floorplan.png
The bar under the picture is 20 microns long. Pins as bars on the die edge.
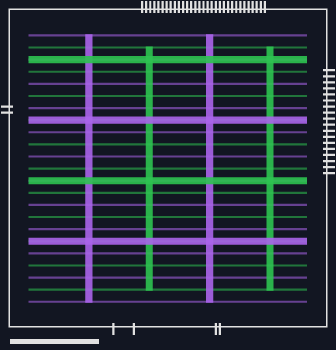
class_map.png
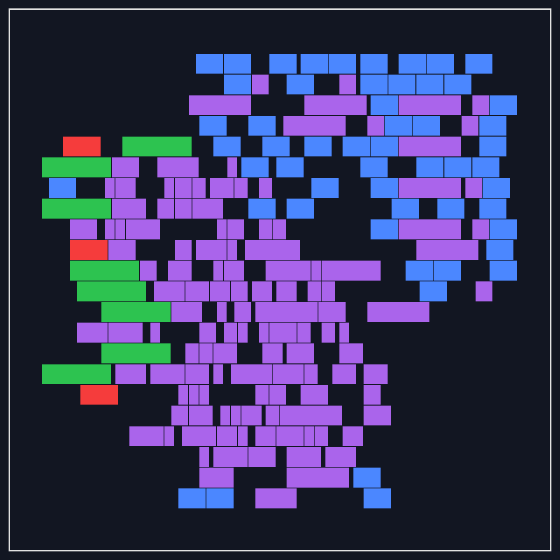
clock_wires.png
The bar under the picture is 20 microns long.
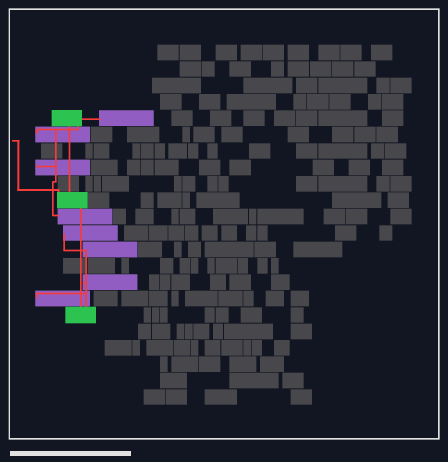
layers.png
The bar under the picture is 20 microns long.
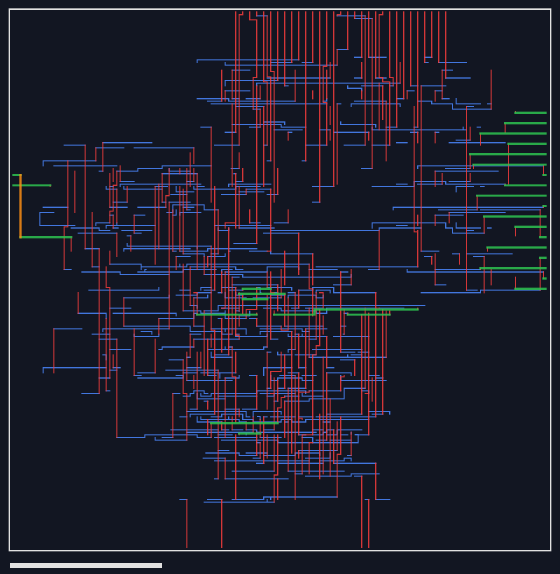
clock_nets.png
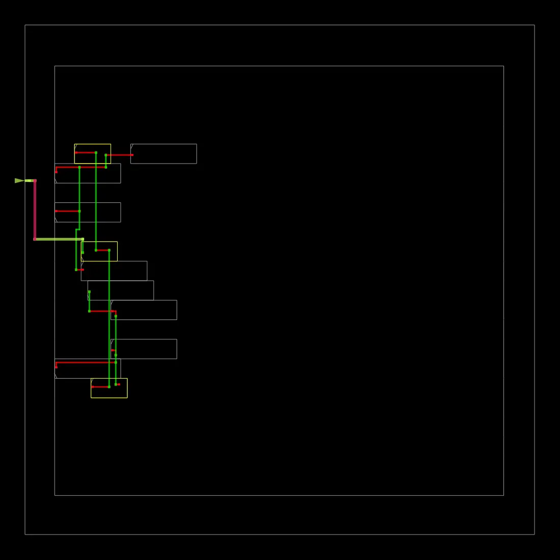
[config.mk]
export PLATFORM = sky130hd
export DESIGN_NAME = fifo_rr_arbiter
export DESIGN_NICKNAME = d
export VERILOG_FILES = /design/src/rtl/fifo_arb_pkg.sv /design/src/rtl/rr_pick.sv /design/src/rtl/fifo_rr_arbiter.sv
export SDC_FILE = /design/constraint.sdc
export NUM_CORES = 1
export LEC_CHECK = 0
export CAP_MARGIN = 20
export CORE_MARGIN = 4
export CORE_UTILIZATION = 35
export DETAILED_ROUTE_END_ITERATION = 10
export PLACE_DENSITY = 0.75
export SETUP_SLACK_MARGIN = 0.2
export SLEW_MARGIN = 30
export SYNTH_ARGS = -nofsm -noshare
export SYNTH_HDL_FRONTEND = slang
export SYNTH_SLANG_ARGS = --single-unit
[constraint.sdc]
create_clock -name clk -period 8.9 [get_ports clk]
set_input_delay 1.78 -clock clk [delete_from_list [all_inputs] [get_ports clk]]
set_output_delay 1.78 -clock clk [all_outputs]
set_load 0.02 [all_outputs]
[src/rtl/fifo_arb_pkg.sv]
// Shared types and helpers for the fifo write-side round-robin arbiter
// and its pointer-based picker.
//   arb_state_t : arbiter FSM encoding (ARB, LOCK)
//   id_width    : requester index width for n producers
//   cnt_width   : burst counter width able to hold max_burst
//   rr_next     : (ptr + 1) mod n with an explicit wrap, safe for non-power-of-2 n
package fifo_arb_pkg;

   typedef enum logic {
      ARB  = 1'b0,
      LOCK = 1'b1
   } arb_state_t;

   function automatic int id_width(input int n);
      return (n > 1) ? $clog2(n) : 1;
   endfunction

   function automatic int cnt_width(input int max_burst);
      return $clog2(max_burst + 1);
   endfunction

   function automatic int unsigned rr_next(input int unsigned ptr, input int unsigned n);
      return (ptr + 1 >= n) ? 0 : ptr + 1;
   endfunction

endpackage

[src/rtl/rr_pick.sv]
// Combinational round-robin picker: returns the first set bit of req_val
// searching rr_ptr, rr_ptr+1, ... with wrap at N_REQ-1.
// Ports:
//   req_val [N_REQ]    request vector
//   rr_ptr  [ID_WIDTH] search start index (must be < N_REQ)
//   found              at least one request is set
//   idx     [ID_WIDTH] chosen index, 0 when found = 0
module rr_pick
   import fifo_arb_pkg::*;
#(
   parameter int N_REQ    = 4,
   parameter int ID_WIDTH = $clog2(N_REQ)
) (
   input  logic [N_REQ-1:0]    req_val,
   input  logic [ID_WIDTH-1:0] rr_ptr,
   output logic                found,
   output logic [ID_WIDTH-1:0] idx
);

   int unsigned         p;
   logic [ID_WIDTH-1:0] cand;

   always_comb begin
      found = 1'b0;
      idx   = '0;
      p     = 32'(rr_ptr);
      cand  = '0;
      for (int k = 0; k < N_REQ; k++) begin
         cand = ID_WIDTH'(p);
         if (!found && req_val[cand]) begin
            found = 1'b1;
            idx   = cand;
         end
         p = rr_next(p, N_REQ);
      end
   end

endmodule

[src/rtl/fifo_rr_arbiter.sv]
// Round-robin write arbiter sharing one fifo write port among N_REQ
// producers, with burst locking so a producer's packet stays contiguous.
// Build option: define FIFO_ARB_TAG_EN to widen fifo_wr_data to
// {grant_id, data}; arbitration is identical either way.
// Ports:
//   clk, reset (async, active-low)
//   req_val/req_data/req_ready : per-producer valid/ready handshake
//   fifo_wr_en/fifo_wr_data/fifo_wr_ready : fifo write side
//   grant_id/grant_val : current grant (grant_id = 0 when no grant)
//
// state | meaning
// ------+---------------------------------------------------------------
// ARB   | no lock; grant the first valid requester from rr_ptr onward
// LOCK  | lock_id owns the port until MAX_BURST words or it drops req_val
module fifo_rr_arbiter
   import fifo_arb_pkg::*;
#(
   parameter int N_REQ      = 4,
   parameter int DATA_WIDTH = 8,
   parameter int MAX_BURST  = 4,
   parameter int ID_WIDTH   = $clog2(N_REQ)
) (
   input  logic                          clk,
   input  logic                          reset,
   input  logic [N_REQ-1:0]              req_val,
   input  logic [N_REQ*DATA_WIDTH-1:0]   req_data,
   output logic [N_REQ-1:0]              req_ready,
   output logic                          fifo_wr_en,
`ifdef FIFO_ARB_TAG_EN
   output logic [DATA_WIDTH+ID_WIDTH-1:0] fifo_wr_data,
`else
   output logic [DATA_WIDTH-1:0]          fifo_wr_data,
`endif
   input  logic                          fifo_wr_ready,
   output logic [ID_WIDTH-1:0]           grant_id,
   output logic                          grant_val
);

   localparam int                   CNT_WIDTH = cnt_width(MAX_BURST);
   localparam logic [CNT_WIDTH-1:0] LAST_CNT  = CNT_WIDTH'(MAX_BURST - 1);

   arb_state_t            state, state_n;
   logic [ID_WIDTH-1:0]   rr_ptr, rr_ptr_n;
   logic [ID_WIDTH-1:0]   lock_id, lock_id_n;
   logic [CNT_WIDTH-1:0]  burst_cnt, burst_cnt_n;
   logic                  pick_found;
   logic [ID_WIDTH-1:0]   pick_idx;
   logic                  xfer;
   logic [DATA_WIDTH-1:0] sel_data;

   function automatic logic [ID_WIDTH-1:0] ptr_after(input logic [ID_WIDTH-1:0] id);
      return ID_WIDTH'(rr_next(32'(id), N_REQ));
   endfunction

   rr_pick #(
      .N_REQ    (N_REQ),
      .ID_WIDTH (ID_WIDTH)
   ) u_pick (
      .req_val (req_val),
      .rr_ptr  (rr_ptr),
      .found   (pick_found),
      .idx     (pick_idx)
   );

   always_ff @(posedge clk or negedge reset) begin
      if (!reset) begin
         state     <= ARB;
         rr_ptr    <= '0;
         lock_id   <= '0;
         burst_cnt <= '0;
      end else begin
         state     <= state_n;
         rr_ptr    <= rr_ptr_n;
         lock_id   <= lock_id_n;
         burst_cnt <= burst_cnt_n;
      end
   end

   // Outputs are gated by reset so they drop the instant reset asserts,
   // not one edge later.
   always_comb begin
      grant_val = 1'b0;
      grant_id  = '0;
      if (reset) begin
         if (state == LOCK) begin
            grant_val = 1'b1;
            grant_id  = lock_id;
         end else if (pick_found) begin
            grant_val = 1'b1;
            grant_id  = pick_idx;
         end
      end
      xfer       = grant_val & req_val[grant_id] & fifo_wr_ready;
      fifo_wr_en = xfer;
      req_ready  = '0;
      if (grant_val && fifo_wr_ready) begin
         req_ready[grant_id] = 1'b1;
      end
      sel_data = grant_val ? req_data[int'(grant_id)*DATA_WIDTH +: DATA_WIDTH] : '0;
   end

`ifdef FIFO_ARB_TAG_EN
   assign fifo_wr_data = {grant_id, sel_data};
`else
   assign fifo_wr_data = sel_data;
`endif

   // A lock is only taken on an actual transfer, so a full fifo in ARB
   // leaves the grant free to move to a different requester next cycle.
   always_comb begin
      state_n     = state;
      rr_ptr_n    = rr_ptr;
      lock_id_n   = lock_id;
      burst_cnt_n = burst_cnt;
      case (state)
         ARB: begin
            if (xfer) begin
               if (MAX_BURST > 1) begin
                  state_n     = LOCK;
                  lock_id_n   = grant_id;
                  burst_cnt_n = CNT_WIDTH'(1);
               end else begin
                  rr_ptr_n = ptr_after(grant_id);
               end
            end
         end
         LOCK: begin
            if (!req_val[lock_id] || (xfer && burst_cnt == LAST_CNT)) begin
               state_n     = ARB;
               rr_ptr_n    = ptr_after(lock_id);
               burst_cnt_n = '0;
            end else if (xfer) begin
               burst_cnt_n = burst_cnt + 1'b1;
            end
         end
         default: state_n = ARB;
      endcase
   end

endmodule

==> out/qor.csv <==
stage,metric,value,unit
drt,drt_wl_total,3.40,mm
cts,numCtsBuffers,3,
place,portBuffers,54,
cells_and_area,logic_gate_count,113,
worst_setup_path,startpoint,req_val[2],
worst_setup_path,required,7.12,ns
final_timing,hold_violations,0,
cts,htree_levels,1,
pwr,p_sw_frac,0.456,
cells_and_area,nNonClkBuffers,54,
synth,top_area_frac,0.195,
cts,cts_buffer_depth,2,
cts,cts_setup_buffers,0,
drt,drt_iter0_drc,34,
die,initial_core_util,0.371,
cts,root_buffer,clkbuf_8,
cells_and_area,lay_top_cells,"54 x clkdlybuf4s50_1, 12 x mux4_2, 9 x inv_1, 9 x and2_1",
synth,synth_flops,8,
global_route,overflow,0,
cells_and_area,combGateArea,1080,sq um
die,boundaryPins,55,
synth,synth-edff-count,0,
synth,simple_gate_share,0.216,
synth,topCellsByArea,"mux4_2 19%, dfrtp_1 14%, ha_1 7.2%, mux2i_1 5.0%, and2_1 4.1%",
status,status,completed,
synth,xor_area_frac,0,
pwr,combinationalPowerShare,0.775,
cts,cts_tree,done,
cts,cts_resized,0,
worst_setup_path,reg2reg_depth,11,
drt,vias_per_cell,5.30,
drt,drt-wirelength-per-cell,14.4,microns
global_route,grt_use_met2,0.218,
global_route,grt_pass1_vias,1200,
cells_and_area,area_delta_synth_final,41.6,%
synth,yosysUniqueCellTypes,50,
worst_setup_path,reg2reg_slack,5.10,ns
synth,ys_area,1390,sq um
pwr,seqPwrFrac,0.151,
drt,firstDrtPassIters,4,
global_route,use_met3,0.0114,
synth,async_flop_share,1.00,
drt,route.met2.wl,1.65,mm
drt,ant_nets,0,
final_timing,finalCritPeriodShare,0.784,
synth,mux_share,0.296,
cells_and_area,nets,238,
drt,wl_met3,159,microns
global_route,gr-max-usage-layer,met2,
-- floorplan.png (at the start) --
legend:
  VSS:
    color: purple
  VDD:
    color: green
met5 straps: 4
met1 rails: 23

-- class_map.png (at the start) --
legend:
  remaining buffers and delay cells:
    color: blue
    cells: 54
    share_of_their_area: 28%
  clock-net drivers:
    color: red
    cells: 3
    share_of_their_area: 2.2%
  remaining logic cells:
    color: purple
    cells: 124
    share_of_their_area: 59%
  registers:
    color: green
    cells: 8
    share_of_their_area: 10%

-- clock_wires.png (at the start) --
legend:
  clock-net drivers:
    color: green
    count: 3
  clock wires:
    color: red
    length: 116 microns
  flip-flops:
    color: purple
    count: 8
flops lie: west
routed clock nets: 4
clk latency late pin: 0.22 ns
Final Skew: 0.000360 ns
clock share of power: 0.075
Power Clock: 0.0000422 W

-- layers.png (at the start) --
legend:
  M3:
    color: green
    wire_length: 160 microns
  M2:
    color: red
    wire_length: 1650 microns
  M1:
    color: blue
    wire_length: 1590 microns
  M4:
    color: orange
    wire_length: 8.20 microns
total vias in the final route: 1255
total track usage: 0.138

-- clock_nets.png (at the start) --
Clock Buffer Count: 3
sequential cell count: 8

-- synth_stat cells (2+ instances only) --
| cell | n |
|---|---|
| mux2_2 | 5 |
| a21o_1 | 2 |
| nand4_1 | 2 |
| o21ai_0 | 3 |
| mux4_2 | 12 |
| a31o_2 | 2 |
| inv_1 | 9 |
| clkbuf_1 | 6 |
| and2_1 | 9 |
| o21a_1 | 2 |
| mux2i_1 | 7 |
| ha_1 | 8 |
| nand3b_1 | 2 |
| buf_6 | 3 |
| nand3_1 | 3 |
| nand2b_1 | 2 |
| nor3_1 | 6 |
| o21ba_2 | 2 |
| dfrtp_1 | 8 |
| nor4b_1 | 2 |
| nand2_1 | 7 |
| a21oi_1 | 4 |
| a31oi_1 | 3 |
| nor2_1 | 7 |
-- stage by stage --
stage               instances  total power [W]  instance area, sq um  setup WS [ns]
floorplan                 142         0.000425                  1390           3.15
global placement          234         0.000525                  1930           1.95
detailed placement        234         0.000524                  1930           1.90
CTS                       237         0.000570                  1970           1.90
global route              237         0.000618                  1970           1.70
finish                    237         0.000565                  1970           1.92
-- critical path, stage by stage --
cell,delay (ns)
clkdlybuf4s50_1,0.70
mux2i_1,0.18
or4_4,0.56
a21oi_1,0.19
o21ba_2,0.22
o21ai_4,0.09
inv_2,0.24
mux4_2,0.53
and2_1,0.17
clkdlybuf4s50_1,0.53
-- sequential cells by signal (all words and copies together) (netlist names) --
name,count
burst_cnt,3
lock_id,2
rr_ptr,2
state,1
-- power by group through the flow --
stage          clock network, W  registers [W]  logic (W)
2_1_floorplan                 0      0.0000638   0.000361
3_3_place_gp                  0      0.0000860   0.000439
3_5_place_dp                  0      0.0000855   0.000439
4_1_cts               0.0000441      0.0000850   0.000441
5_1_grt               0.0000454      0.0000899   0.000483
6_report              0.0000422      0.0000851   0.000438
Power figures rest on the tool's default switching activity, not on a simulated workload.
